==> images/logic_types.png <==
Bar = 50 um.
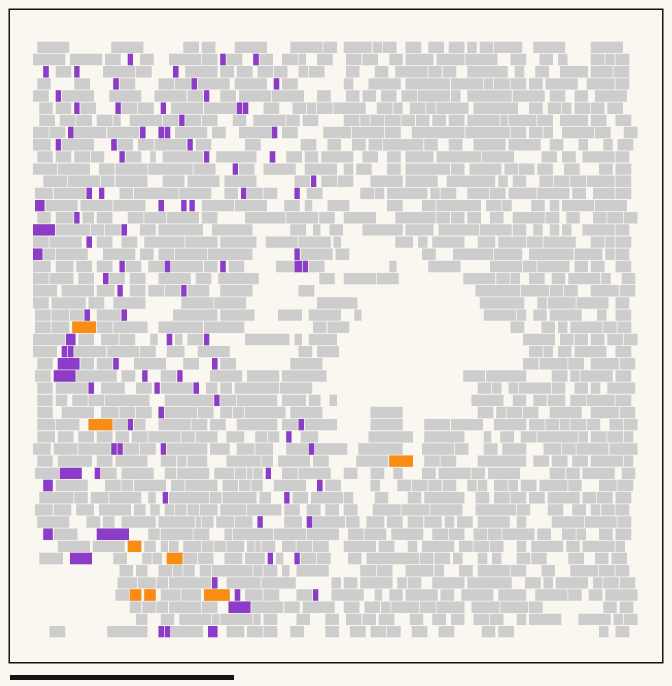
==> images/clk_routes.png <==
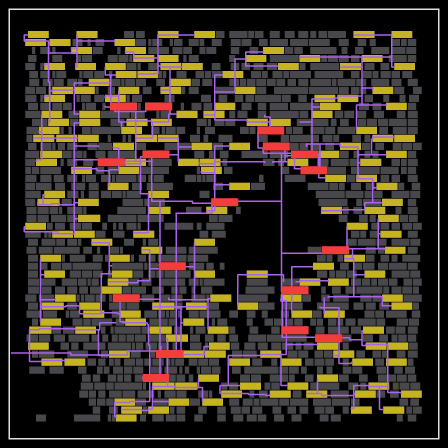
<file path="src/rtl/rename_dispatch_ctrl.sv">
// Rename/dispatch sequencer: accepts one decoded instruction, reads its
// sources through the register file's registered read port, renames rd to
// a newly allocated ROB id and hands the packet to the reservation stations.
// Owns the ROB tail pointer and occupancy count, which back-pressure decode.
module rename_dispatch_ctrl #(
    parameter int ROB_WIDTH = 4
) (
    input  logic                 clockIn,
    input  logic                 resetIn,
    input  logic                 flushIn,
    input  logic                 instValid,
    output logic                 instReady,
    input  logic [4:0]           instRs1,
    input  logic [4:0]           instRs2,
    input  logic [4:0]           instRd,
    input  logic                 instUseRs1,
    input  logic                 instUseRs2,
    input  logic                 instHasRd,
    input  logic [31:0]          instPayload,
    output logic [4:0]           rfReg1,
    output logic [4:0]           rfReg2,
    input  logic                 rs1Dirty,
    input  logic [ROB_WIDTH-1:0] rs1Dependency,
    input  logic [31:0]          rs1Value,
    input  logic                 rs2Dirty,
    input  logic [ROB_WIDTH-1:0] rs2Dependency,
    input  logic [31:0]          rs2Value,
    output logic                 rfUpdateValid,
    output logic [4:0]           rfUpdateDest,
    output logic [ROB_WIDTH-1:0] rfUpdateRobId,
    input  logic                 robCommitValid,
    output logic                 issueValid,
    input  logic                 issueReady,
    output logic [ROB_WIDTH-1:0] issueRobId,
    output logic [4:0]           issueRd,
    output logic                 issueRs1Dirty,
    output logic [ROB_WIDTH-1:0] issueRs1Dep,
    output logic [31:0]          issueRs1Value,
    output logic                 issueRs2Dirty,
    output logic [ROB_WIDTH-1:0] issueRs2Dep,
    output logic [31:0]          issueRs2Value,
    output logic [31:0]          issuePayload
);

    // Occupancy is one bit wider than the id so "completely full" is representable.
    localparam logic [ROB_WIDTH:0] OCC_FULL = {1'b1, {ROB_WIDTH{1'b0}}};

    typedef enum logic [1:0] {IDLE, READ, ISSUE} state_t;

    state_t               state_q, state_d;
    logic [4:0]           rs1_q, rs1_d, rs2_q, rs2_d, rd_q, rd_d;
    logic                 use1_q, use1_d, use2_q, use2_d, has_rd_q, has_rd_d;
    logic [31:0]          payload_q, payload_d;
    logic                 first_q, first_d;
    logic [ROB_WIDTH-1:0] tail_q, tail_d;
    logic [ROB_WIDTH:0]   occ_q, occ_d;
    logic                 issue_valid_q, issue_valid_d;
    logic [ROB_WIDTH-1:0] issue_rob_id_q, issue_rob_id_d;
    logic [4:0]           issue_rd_q, issue_rd_d;
    logic                 issue_d1_q, issue_d1_d, issue_d2_q, issue_d2_d;
    logic [ROB_WIDTH-1:0] issue_p1_q, issue_p1_d, issue_p2_q, issue_p2_d;
    logic [31:0]          issue_v1_q, issue_v1_d, issue_v2_q, issue_v2_d;
    logic [31:0]          issue_pl_q, issue_pl_d;

    logic accept, alloc, src1_real, src2_real;

    assign instReady = (state_q == IDLE) && (occ_q < OCC_FULL) && !flushIn && !resetIn;
    assign accept    = instValid && instReady;
    // The single allocation point: first cycle in ISSUE, counted with or without rd.
    assign alloc     = (state_q == ISSUE) && first_q;
    assign src1_real = use1_q && (rs1_q != 5'd0);
    assign src2_real = use2_q && (rs2_q != 5'd0);

    // Read addresses bypass the latch in the accept cycle so RF data lands in READ.
    assign rfReg1 = accept ? instRs1 : rs1_q;
    assign rfReg2 = accept ? instRs2 : rs2_q;

    assign rfUpdateValid = alloc && has_rd_q && (rd_q != 5'd0) && !flushIn && !resetIn;
    assign rfUpdateDest  = rd_q;
    assign rfUpdateRobId = tail_q;

    assign issueValid    = issue_valid_q;
    assign issueRobId    = issue_rob_id_q;
    assign issueRd       = issue_rd_q;
    assign issueRs1Dirty = issue_d1_q;
    assign issueRs1Dep   = issue_p1_q;
    assign issueRs1Value = issue_v1_q;
    assign issueRs2Dirty = issue_d2_q;
    assign issueRs2Dep   = issue_p2_q;
    assign issueRs2Value = issue_v2_q;
    assign issuePayload  = issue_pl_q;

    // Next-state: FSM sequencing, operand capture, tail/occupancy bookkeeping, flush.
    always_comb begin
        state_d        = state_q;
        rs1_d          = rs1_q;
        rs2_d          = rs2_q;
        rd_d           = rd_q;
        use1_d         = use1_q;
        use2_d         = use2_q;
        has_rd_d       = has_rd_q;
        payload_d      = payload_q;
        first_d        = first_q;
        tail_d         = tail_q;
        occ_d          = occ_q;
        issue_valid_d  = issue_valid_q;
        issue_rob_id_d = issue_rob_id_q;
        issue_rd_d     = issue_rd_q;
        issue_d1_d     = issue_d1_q;
        issue_p1_d     = issue_p1_q;
        issue_v1_d     = issue_v1_q;
        issue_d2_d     = issue_d2_q;
        issue_p2_d     = issue_p2_q;
        issue_v2_d     = issue_v2_q;
        issue_pl_d     = issue_pl_q;

        case (state_q)
            IDLE: begin
                if (accept) begin
                    rs1_d     = instRs1;
                    rs2_d     = instRs2;
                    rd_d      = instRd;
                    use1_d    = instUseRs1;
                    use2_d    = instUseRs2;
                    has_rd_d  = instHasRd;
                    payload_d = instPayload;
                    state_d   = READ;
                end
            end
            READ: begin
                // Capture precedes the rename, so rd==rs sees the old producer.
                issue_d1_d     = src1_real ? rs1Dirty      : 1'b0;
                issue_p1_d     = src1_real ? rs1Dependency : '0;
                issue_v1_d     = src1_real ? rs1Value      : 32'd0;
                issue_d2_d     = src2_real ? rs2Dirty      : 1'b0;
                issue_p2_d     = src2_real ? rs2Dependency : '0;
                issue_v2_d     = src2_real ? rs2Value      : 32'd0;
                issue_rob_id_d = tail_q;
                issue_rd_d     = has_rd_q ? rd_q : 5'd0;
                issue_pl_d     = payload_q;
                issue_valid_d  = 1'b1;
                first_d        = 1'b1;
                state_d        = ISSUE;
            end
            ISSUE: begin
                if (first_q) begin
                    tail_d  = tail_q + 1'b1;
                    first_d = 1'b0;
                end
                if (issueReady) begin
                    issue_valid_d = 1'b0;
                    state_d       = IDLE;
                end
            end
            default: state_d = IDLE;
        endcase

        // Allocate and commit in the same cycle cancel; a lone commit at zero is dropped.
        if (alloc && !robCommitValid)
            occ_d = occ_q + 1'b1;
        else if (!alloc && robCommitValid && (occ_q != '0))
            occ_d = occ_q - 1'b1;

        if (flushIn) begin
            state_d       = IDLE;
            issue_valid_d = 1'b0;
            first_d       = 1'b0;
            tail_d        = '0;
            occ_d         = '0;
        end
    end

    // State registers with synchronous reset.
    always_ff @(posedge clockIn) begin
        if (resetIn) begin
            state_q        <= IDLE;
            rs1_q          <= '0;
            rs2_q          <= '0;
            rd_q           <= '0;
            use1_q         <= 1'b0;
            use2_q         <= 1'b0;
            has_rd_q       <= 1'b0;
            payload_q      <= '0;
            first_q        <= 1'b0;
            tail_q         <= '0;
            occ_q          <= '0;
            issue_valid_q  <= 1'b0;
            issue_rob_id_q <= '0;
            issue_rd_q     <= '0;
            issue_d1_q     <= 1'b0;
            issue_p1_q     <= '0;
            issue_v1_q     <= '0;
            issue_d2_q     <= 1'b0;
            issue_p2_q     <= '0;
            issue_v2_q     <= '0;
            issue_pl_q     <= '0;
        end else begin
            state_q        <= state_d;
            rs1_q          <= rs1_d;
            rs2_q          <= rs2_d;
            rd_q           <= rd_d;
            use1_q         <= use1_d;
            use2_q         <= use2_d;
            has_rd_q       <= has_rd_d;
            payload_q      <= payload_d;
            first_q        <= first_d;
            tail_q         <= tail_d;
            occ_q          <= occ_d;
            issue_valid_q  <= issue_valid_d;
            issue_rob_id_q <= issue_rob_id_d;
            issue_rd_q     <= issue_rd_d;
            issue_d1_q     <= issue_d1_d;
            issue_p1_q     <= issue_p1_d;
            issue_v1_q     <= issue_v1_d;
            issue_d2_q     <= issue_d2_d;
            issue_p2_q     <= issue_p2_d;
            issue_v2_q     <= issue_v2_d;
            issue_pl_q     <= issue_pl_d;
        end
    end

endmodule
</file>
<file path="config.mk">
export PLATFORM = sky130hd
export DESIGN_NAME = rename_dispatch_ctrl
export DESIGN_NICKNAME = d
export VERILOG_FILES = /design/src/rtl/rename_dispatch_ctrl.sv
export SDC_FILE = /design/constraint.sdc
export NUM_CORES = 1
export LEC_CHECK = 0
export CAP_MARGIN = 20
export CORE_MARGIN = 5
export CORE_UTILIZATION = 41
export CTS_CLUSTER_DIAMETER = 40
export DETAILED_ROUTE_END_ITERATION = 6
export GPL_ROUTABILITY_DRIVEN = 0
export PLACE_DENSITY = 0.77
export SETUP_SLACK_MARGIN = 0.4
export SYNTH_ARGS = -nofsm -noshare
export SYNTH_HDL_FRONTEND = slang
export SYNTH_SLANG_ARGS = --single-unit
</file>
<file path="constraint.sdc">
create_clock -name clockIn -period 1.8 [get_ports clockIn]
set_input_delay 0.27 -clock clockIn [delete_from_list [all_inputs] [get_ports clockIn]]
set_output_delay 0.27 -clock clockIn [all_outputs]
set_load 0.01 [all_outputs]
</file>
==> CHANGELOG.md <==
## Flow update

- Status: finished with violations
- Violated checks: negative setup slack
- Mapped Nets: 859
- Final min period: 2.04 ns
- Per-cell routed wire length: 19.9 um
- Vias per cell: 5.07
- Cell Area, Synth: 7550 um2
- Worst setup margin: -0.241 ns
- Top logic family: simple AND/OR/NAND/NOR gates
- Tcrit/Tclk final: 113%
- And-or/or-and share of the synthesized area: 10.2%
- Crit path DAT: 1.77 ns
- Cell area after layout: 13,100 um2
- Hold Path Origin: resetIn
- Cell breakdown of the critical path: inv_4, ha_4, nand4_4, clkbuf_16, mux2_4, buf_6
- Clk buf depth: 2
- Crit-path leading delay family: buffers and inverters
- Core area: 18,000 um2
- FF-to-FF End: occ_q[4]
- Dpl hpwl: 14,500 um
- Layout Skew: 0.00983 ns
- Crit path kind: flop to primary output
- Worst hold path type: input pin to flop
- # hold bufs at CTS: 0
- Comb power frac: 12.9%
- CTS clk-pin slew, worst paths: 0.07 ns
- Die H: 146 um
- Total track usage: 21.8%
- Crit path max-delay cell type: dfxtp_2
- Fin. max-slew vios: 0
- CP endpoint kind: primary output
- CTS tree: built
- Seq pwr share: 43.7%
- Leak pwr: 0.00525 uW
- Chip area: 21,200 um2
- Nets: 1,193
- Tot Pwr: 9220 uW
- Crit path buffers/inverters: 3
- Worst EP required: 1.53 ns
- Async S/R FF share, synth: 0%
- Cell Int Power: 6980 uW
- Largest net degree at the start of global routing: 82
- Slew Limit Headroom: 33.7%
- Final setup vio count: 17
- Reg-to-reg setup timing slack: -0.19 ns
- Share of cells above drive strength 1: 36.4%
- Sw Share: 24.4%
- Top cell type's share of synthesized area: 47.2%
- Worst Reg-to-Reg Cells: 10
- Cells after synthesis: 720
- IO Port Bufs: 266
About logic_types.png:
- purple: nor cells (cells 98; most used nor2_1)
- orange: non-inverting ao/oa cells (cells 8; most used o21a_4; where lower left)
Comb area share: 33.3%
Final Non-Filler Cells: 1,296
Top cell excl fill/tap: dfxtp_1

About clk_routes.png:
- red: clock drivers (count 17)
- yellow: flip-flops (count 178)
- purple: clock wires (length 2,230 um)
- routed clock nets: 18
- flops lie: all over the die

==> power groups by stage <==
stage | combinational, uW | sequential, uW | clock [uW]
after floorplan | 384 | 4110 | 0
after CTS | 1050 | 4020 | 4060
after global placement | 812 | 4110 | 0
after detailed placement | 819 | 4110 | 0
final | 1190 | 4030 | 4010
after global routing | 1260 | 4030 | 4210
==> state kept, by name, summed over array words and instances (netlist names), 2 cells and up <==
register / cells
issueRs1Dep: 4
rs1_q: 5
payload_q: 32
issueRobId: 4
issueRs2Dep: 4
issueRd: 5
occ_q: 5
rfUpdateDest: 5
rs2_q: 5
issuePayload: 32
issueRs1Value: 32
state_q: 2
issueRs2Value: 32
rfUpdateRobId: 4
==> worst reg2reg max path, cell delays in order, from the launching register on <==
cell and delay [ns]:
dfxtp_2 0.34, inv_4 0.07, buf_4 0.11, ha_4 0.14, nand3b_1 0.21, buf_4 0.23, ha_4 0.22, a21o_1 0.18
a21oi_2 0.18, a21oi_1 0.06, nand3b_1 0.15
==> Yosys cell counts, types with 4 or more instances <==
master and instances:
mux2_4 6, ha_1 8, clkbuf_1 19, nor2b_1 12, buf_12 6, nand3_1 25, buf_4 4, a21oi_2 60
buf_2 17, nand2b_1 79, buf_1 7, a21oi_1 27, mux2i_1 76, nand3_2 60, nor2_1 84, dfxtp_1 178
mux2_2 4
==> area by class of cell <==
class                           instances  area (um2)
Timing Repair Buffer                  370        4260
Multi-Input combinational cell        484        4370
Sequential cell                       178        3580
Tap cell                              229         287
Clock buffer                           19         443
Inverter                                3        13.8
Clock inverter                         13         189
Fill cell                            1258        4880
==> metal layers <==
layer / global-route usage, % / vias up / share of wire, % / routed length [um]
met4: 4.94 / 0 / 1.1 / 279
met1: 26.9 / 3184 / 42 / 10900
met5: 0 / - / 0 / 0
met3: 6.85 / 24 / 6.7 / 1730
li1: - / 3140 / - / -
met2: 37.3 / 218 / 50 / 12900
==> logic make-up after synthesis <==
family	count (synthesis)
multiplexers	86
AND/OR/NAND/NOR	282
XOR/XNOR	5
AND-OR/OR-AND	101
flip-flops	178
adder cells (fa/ha/maj)	9
buffers and inverters	59
==> worst max-delay path by stage <==
stage,start,end,slack [ns]
final,state_q[0],rfReg2[3],-0.24
after global routing,state_q[0],occ_q[4],-0.30
after CTS,state_q[0],rfReg2[4],-0.24
after detailed placement,flushIn,rfReg2[4],-0.48
after global placement,flushIn,rfReg2[4],-0.47
after floorplan,state_q[0],occ_q[4],-0.07
==> layout by cell type (no fill, tap or decap), types with 25 or more instances in the layout <==
cell type        netlist  final
a21oi_2               60     80
buf_4                  4     30
buf_6                  3     30
clkbuf_16              0     25
clkdlybuf4s50_1        0    127
dfxtp_1              178    167
dlygate4sd2_1          0    107
mux2i_1               76     70
nand2b_1              79     70
nand3_2               60     43
nand3_4                0     36
nor2_1                84     84
==> through the flow <==
step,std cells,hold WS [ns]
after floorplan,720,0.414
after global placement,1195,0.454
after detailed placement,1195,0.457
after CTS,1271,0.243
after global routing,1296,0.291
final,1296,0.299
==> timing repair <==
action                                  in CTS  in global routing
buffers inserted                            21                 17
resized                                    292                121
pin swaps                                   55                 32
cloned                                      23                  8
endpoints found under the hold margin        0                  0
endpoints found under the setup margin     275                198
No activity file was given, so power comes from the tool's default toggle rates.
